Figure 1. Gate families picked out (run 1).
Scale bar: 20 µm.
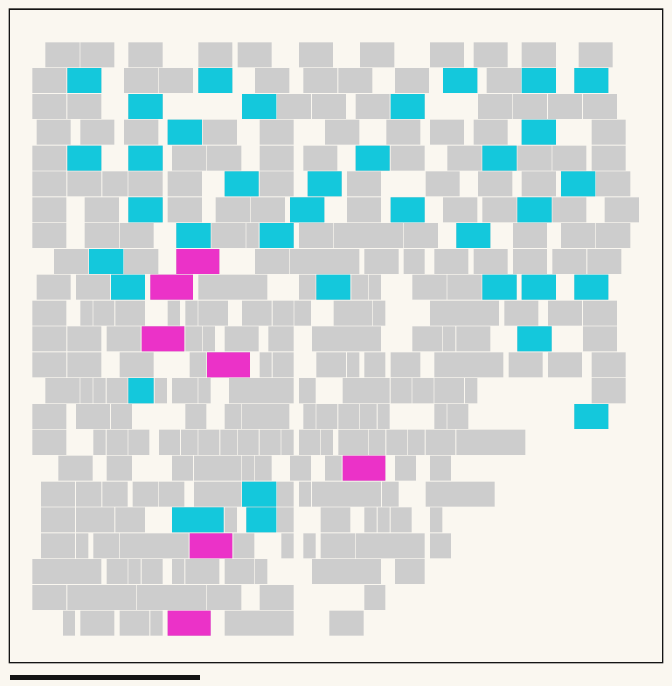
Figure 2. Congestion heat map (run 1).
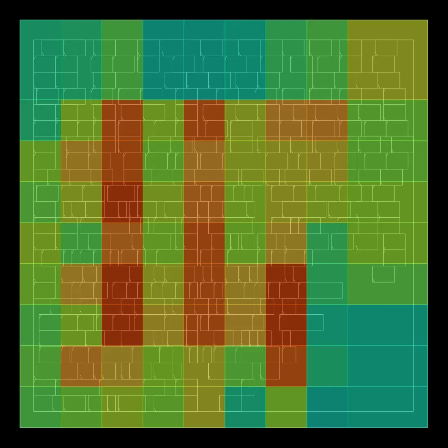
Figure 3. Placed cells, one colour a class (run 1).
Scale bar: 20 µm.
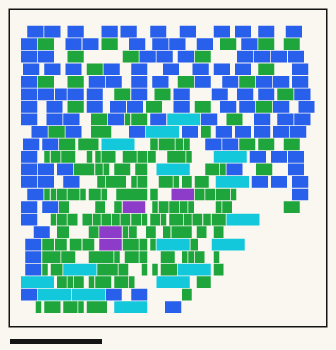
Design ama_riscv_rf_wb_sched, sky130hd; sources not shown.
==> CHANGELOG.md, run 1 <==
### Changed

* Seq cells at 16
* Leading power group: combinational cells
* WP buf/inv at 2
* Critical Path End Type: primary output
* H-Tree Depth at 1
* Final worst-path setup slack at 1.309 ns
* Avg Vias per Cell at 5.770
* Repair and plain buffers at 119
* Root buffer cell: clkbuf_8
* Worst R2R Setup Slack at about 3.6 ns
* Seq. pwr at between 100 and 150 µW
* Leakage power at ~0.94 nW
* Peak supply drop at 0.1324 mV
* Tcrit/Tclk final at 0.7854
* Chip area at 0.004709 mm²
* Post-synthesis compound-gate area fraction at 0.3960
* Adder Share, Synth at 0.05668
* Status: completed
* Net switching power at about 100 µW
* Clock-pin slew on the worst setup and hold paths at 0.07 ns
* Syn nets at 274
* IO buf count at roughly 120
* Cell type with the largest total area: a32o_1
* Busiest grt layer: met2
* Fin crit period at roughly 4.8 ns
* Leading cell kind: non-clock buffers
* Core Box Area at between 0.004 and 0.005 mm²
* Worst path slowest cell: o21bai_4
* Final setup fails at 0
* Slew Limit Fails at 0
* Syn avg cell area at between 8 and 9 µm²
* Clk sinks at 16
* Post-CTS setup buffer count at 0
* Registers, synthesis at 16
* Layout cells sized above 1 at 0.03741
* Critical setup path kind: input port to primary output
* Antenna Nets Post-Route at 0
* CP dominant cell by count: clkdlybuf4s50_1
* Max FFs per register at 8
* Latency at later pin at between 0.2 and 0.3 ns
* Vias in the first global route at 1837
* Normalized max-slew margin at 0.4909
* Worst endpoint data arrival time at ~3.7 ns
* Clk tree area frac at 0.02002
* Global-route wire length before repair at 8604 µm
* Hold Crit Depth at 2
* Fin. Hold Viols at 0
* RSZ-0062 raised after global routing: no
* Slowest stage delay, CP at ~0.64 ns
* Seq pwr share at 0.346
* NumNets Final at between 300 and 400
* Xor/xnor share at 0.01700
* Yosys synthesis chip area at around 0.0015 mm²
* Register area at 320.3 µm²
* Simple Share, Synth at 0.2049
* Ant diodes at 0
* Logic pwr share at 0.372
* Final Instance Count excl. Fillers at between 300 and 400
* Power Total at approximately 350 µW
* Largest net degree at the start of global routing at 35
* Max cap viols at 0
* CP Depth at 6
* PwrDens at 126.1 mW/mm²
* Top-count cell post-synth: a32o_1
* # IOs at ~120
* CTS tree: done
Back to the opening pictures, Figure 1:
colour	family	cells
cyan	non-inverting ao/oa cells	36
magenta	fa/ha/maj cells	7
Top cell excl fill/tap: clkdlybuf4s50_1
logic share of the area: 0.3908

Back to the opening pictures, Figure 2:
met2 Use GR: 0.4243
total track usage: 0.2367
DR WL/cell: 17.25 µm
met1 Usage GRT: 0.2901

Back to the opening pictures, Figure 3:
colour	class	cells
cyan	registers	16
blue	remaining buffers and delay cells	119
green	remaining logic cells	155
purple	clock drivers and dummy loads	4
final instance area: 0.002750 mm²
Final Util: 0.6875
FP Rows: 23
flop share of the area: 0.1165

==> run 1 -> run 2 <==
--- a/config.mk
+++ b/config.mk
@@ -7,10 +7,10 @@
 export LEC_CHECK = 0
 export CAP_MARGIN = 15
 export CORE_MARGIN = 2
-export CORE_UTILIZATION = 37
+export CORE_UTILIZATION = 34
 export CTS_CLUSTER_SIZE = 10
 export DETAILED_ROUTE_END_ITERATION = 12
-export PLACE_DENSITY = 0.88
+export PLACE_DENSITY = 0.81
 export SLEW_MARGIN = 25
 export SYNTH_ARGS = -nofsm -noshare
 export SYNTH_HDL_FRONTEND = slang
==> constraint.sdc (replaced) <==
create_clock -name clk -period 4.7 [get_ports clk]
set_clock_uncertainty 0.2 [all_clocks]
set_input_delay 0.705 -clock clk [delete_from_list [all_inputs] [get_ports clk]]
set_output_delay 0.705 -clock clk [all_outputs]
set_load 0.01 [all_outputs]
Figure 4. Sequential cells coloured by netlist name (run 2).
Scale bar: 20 µm. Other sequential cells in the stronger grey, the rest of the logic in the fainter grey.
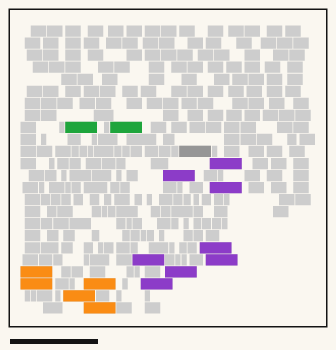
colour	signal	sequential cells
purple	wait_cnt_q	8
green	state_q	2
orange	init_idx_q	5
flop share of the area: 0.1157
Final Util: 0.6356
register area: 320.3 µm²

Figure 5. Gate families picked out (run 2).
Scale bar: 20 µm.
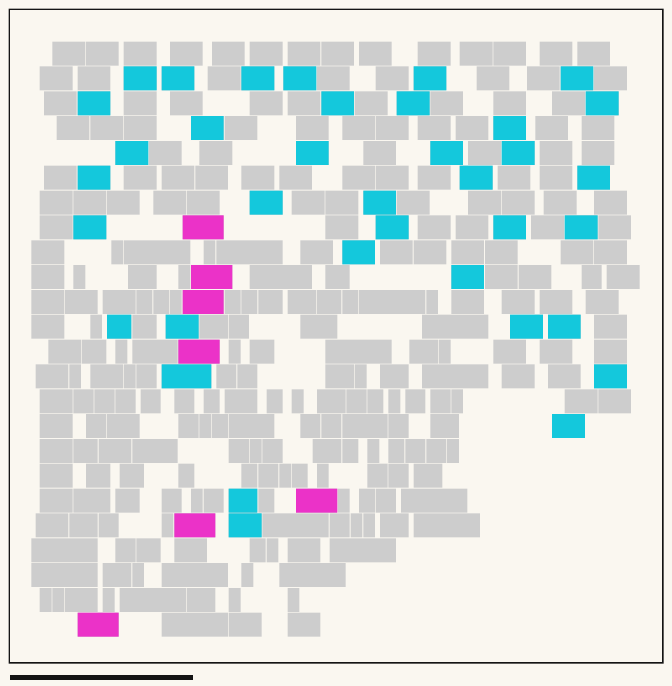
colour	family	cells
magenta	fa/ha/maj cells	7
cyan	non-inverting ao/oa cells	36
logic share of the area: 0.3883
Final Instance Count excl. Fillers: 348

==> CHANGELOG.md, run 2 <==
### Changed

* Ant diodes at 0 (unchanged)
* Total track usage at 0.2133 (was 0.2367)
* Leading cell kind: non-clock buffers (unchanged)
* Simple Share, Synth at 0.2049 (unchanged)
* Wire length after detailed routing at 5773 µm (was 5933 µm)
* Ys Warns at 0 (unchanged)
* Leakage power at 0.9496 nW (was 0.9393 nW)
* Worst-case clock buffer depth at 2 (unchanged)
* Chip area at 0.005100 mm² (was 0.004709 mm²)
* Clk sinks at 16 (unchanged)
* Met2 Use GR at 0.3714 (was 0.4243)
* Critical setup path kind: input port to primary output (unchanged)
* Registers, synthesis at 16 (unchanged)
* Repair and plain buffers at 121 (was 119)
* Top-count cell post-synth: a32o_1 (unchanged)
* # fillers at 377 (was 330)
* Seq cells at 16 (unchanged)
* Seq pwr share at 0.347 (was 0.346)
* Final worst-path setup slack at 0.5553 ns (was 1.309 ns)
* Power Total at 447.8 µW (was 346.7 µW)
* Initial antenna violation count at 0 (unchanged)
* Antenna Nets Post-Route at 0 (unchanged)
* CP Depth at 7 (was 6)
* CP Launch Type: input port (unchanged)
* IO buf count at 118 (unchanged)
* Crit path DRT at 3.80 ns (was 4.98 ns)
* Slew Limit Fails at 0 (unchanged)
* Logic pwr share at 0.374 (was 0.372)
* Top cell excl fill/tap: clkdlybuf4s50_1 (unchanged)
* WP buf/inv at 3 (was 2)
* Xor/xnor share at 0.01700 (unchanged)
* Max cap viols at 0 (unchanged)
* Met1 Usage GRT at 0.2741 (was 0.2901)
* Clk tree area frac at 0.01989 (was 0.02002)
* DR WL/cell at 16.59 µm (was 17.25 µm)
* Net switching power at 126.9 µW (was 100.0 µW)
* Root buffer cell: clkbuf_8 (unchanged)
* Vias in the first global route at 1875 (was 1837)
* Critical Path End Type: primary output (unchanged)
* Post-synthesis compound-gate area fraction at 0.3960 (unchanged)
* Largest net degree at the start of global routing at 34 (was 35)
* Layout cells sized above 1 at 0.04392 (was 0.03741)
* R2R cell count at 6 (unchanged)
* Fin. Hold Viols at 0 (unchanged)
* Leading power group: combinational cells (unchanged)
* Non-clock buffering overhead at 0.4349 (was 0.4322)
* Final setup fails at 0 (unchanged)
* Slowest stage delay, CP at 0.57 ns (was 0.64 ns)
* Adder Share, Synth at 0.05668 (unchanged)
* Cell type with the largest total area: a32o_1 (unchanged)
* Initial drt markers at 146 (was 74)
* RSZ-0062 raised after global routing: no (unchanged)
* Status: completed (unchanged)
* Peak supply drop at 0.1708 mV (was 0.1324 mV)
* Yosys top cell area share at 0.2073 (unchanged)
* Worst path slowest cell: or4_4 (was o21bai_4)
* CTS tree: done (unchanged)
* Tcrit/Tclk final at 0.8819
* NumNets Final at 382 (was 380)
* CP dominant cell by count: clkdlybuf4s50_1 (unchanged)
* Worst endpoint data arrival time at 3.24 ns (was 3.68 ns)
* Avg Vias per Cell at 5.747 (was 5.770)
* Yosys synthesis chip area at 0.001545 mm² (unchanged)
* Latency at later pin at 0.25 ns (about the same)
* Worst R2R Setup Slack at 2.19 ns (was 3.59 ns)
* Max FFs per register at 8 (unchanged)
* Normalized max-slew margin at 0.5354 (was 0.4909)
* Hold Crit Depth at 2 (unchanged)
* Syn avg cell area at 8.176 µm² (unchanged)
* Busiest grt layer: met2 (unchanged)
* Post-CTS setup buffer count at 0 (unchanged)
* H-Tree Depth at 1 (unchanged)
* # IOs at 119 (unchanged)
* Syn nets at 274 (unchanged)
* # DRC at 0 (unchanged)
* Clock-pin slew on the worst setup and hold paths at 0.06 ns (was 0.07 ns)
* PwrDens at 161.8 mW/mm² (was 126.1 mW/mm²)
* Seq. pwr at 155 µW (was 120 µW)
* Fin crit period at a little over 4 ns
* Crit path max-delay family: buffers and inverters (was AND-OR/OR-AND gates)
* Layout clock buffers at 4 (unchanged)
Figure 6. Placed cells, one colour a class (run 2).
Scale bar: 20 µm.
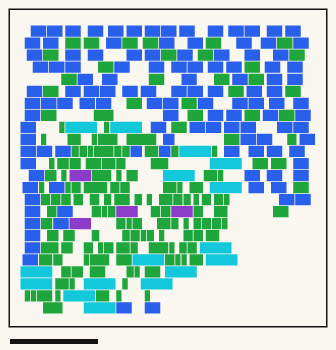
colour	class	cells
purple	clock drivers and dummy loads	4
cyan	registers	16
green	remaining logic cells	155
blue	remaining buffers and delay cells	121
Core Box Area: 0.004354 mm²
FP Rows: 24
final instance area: 0.002768 mm²

Power is estimated from default activity; no workload was simulated.
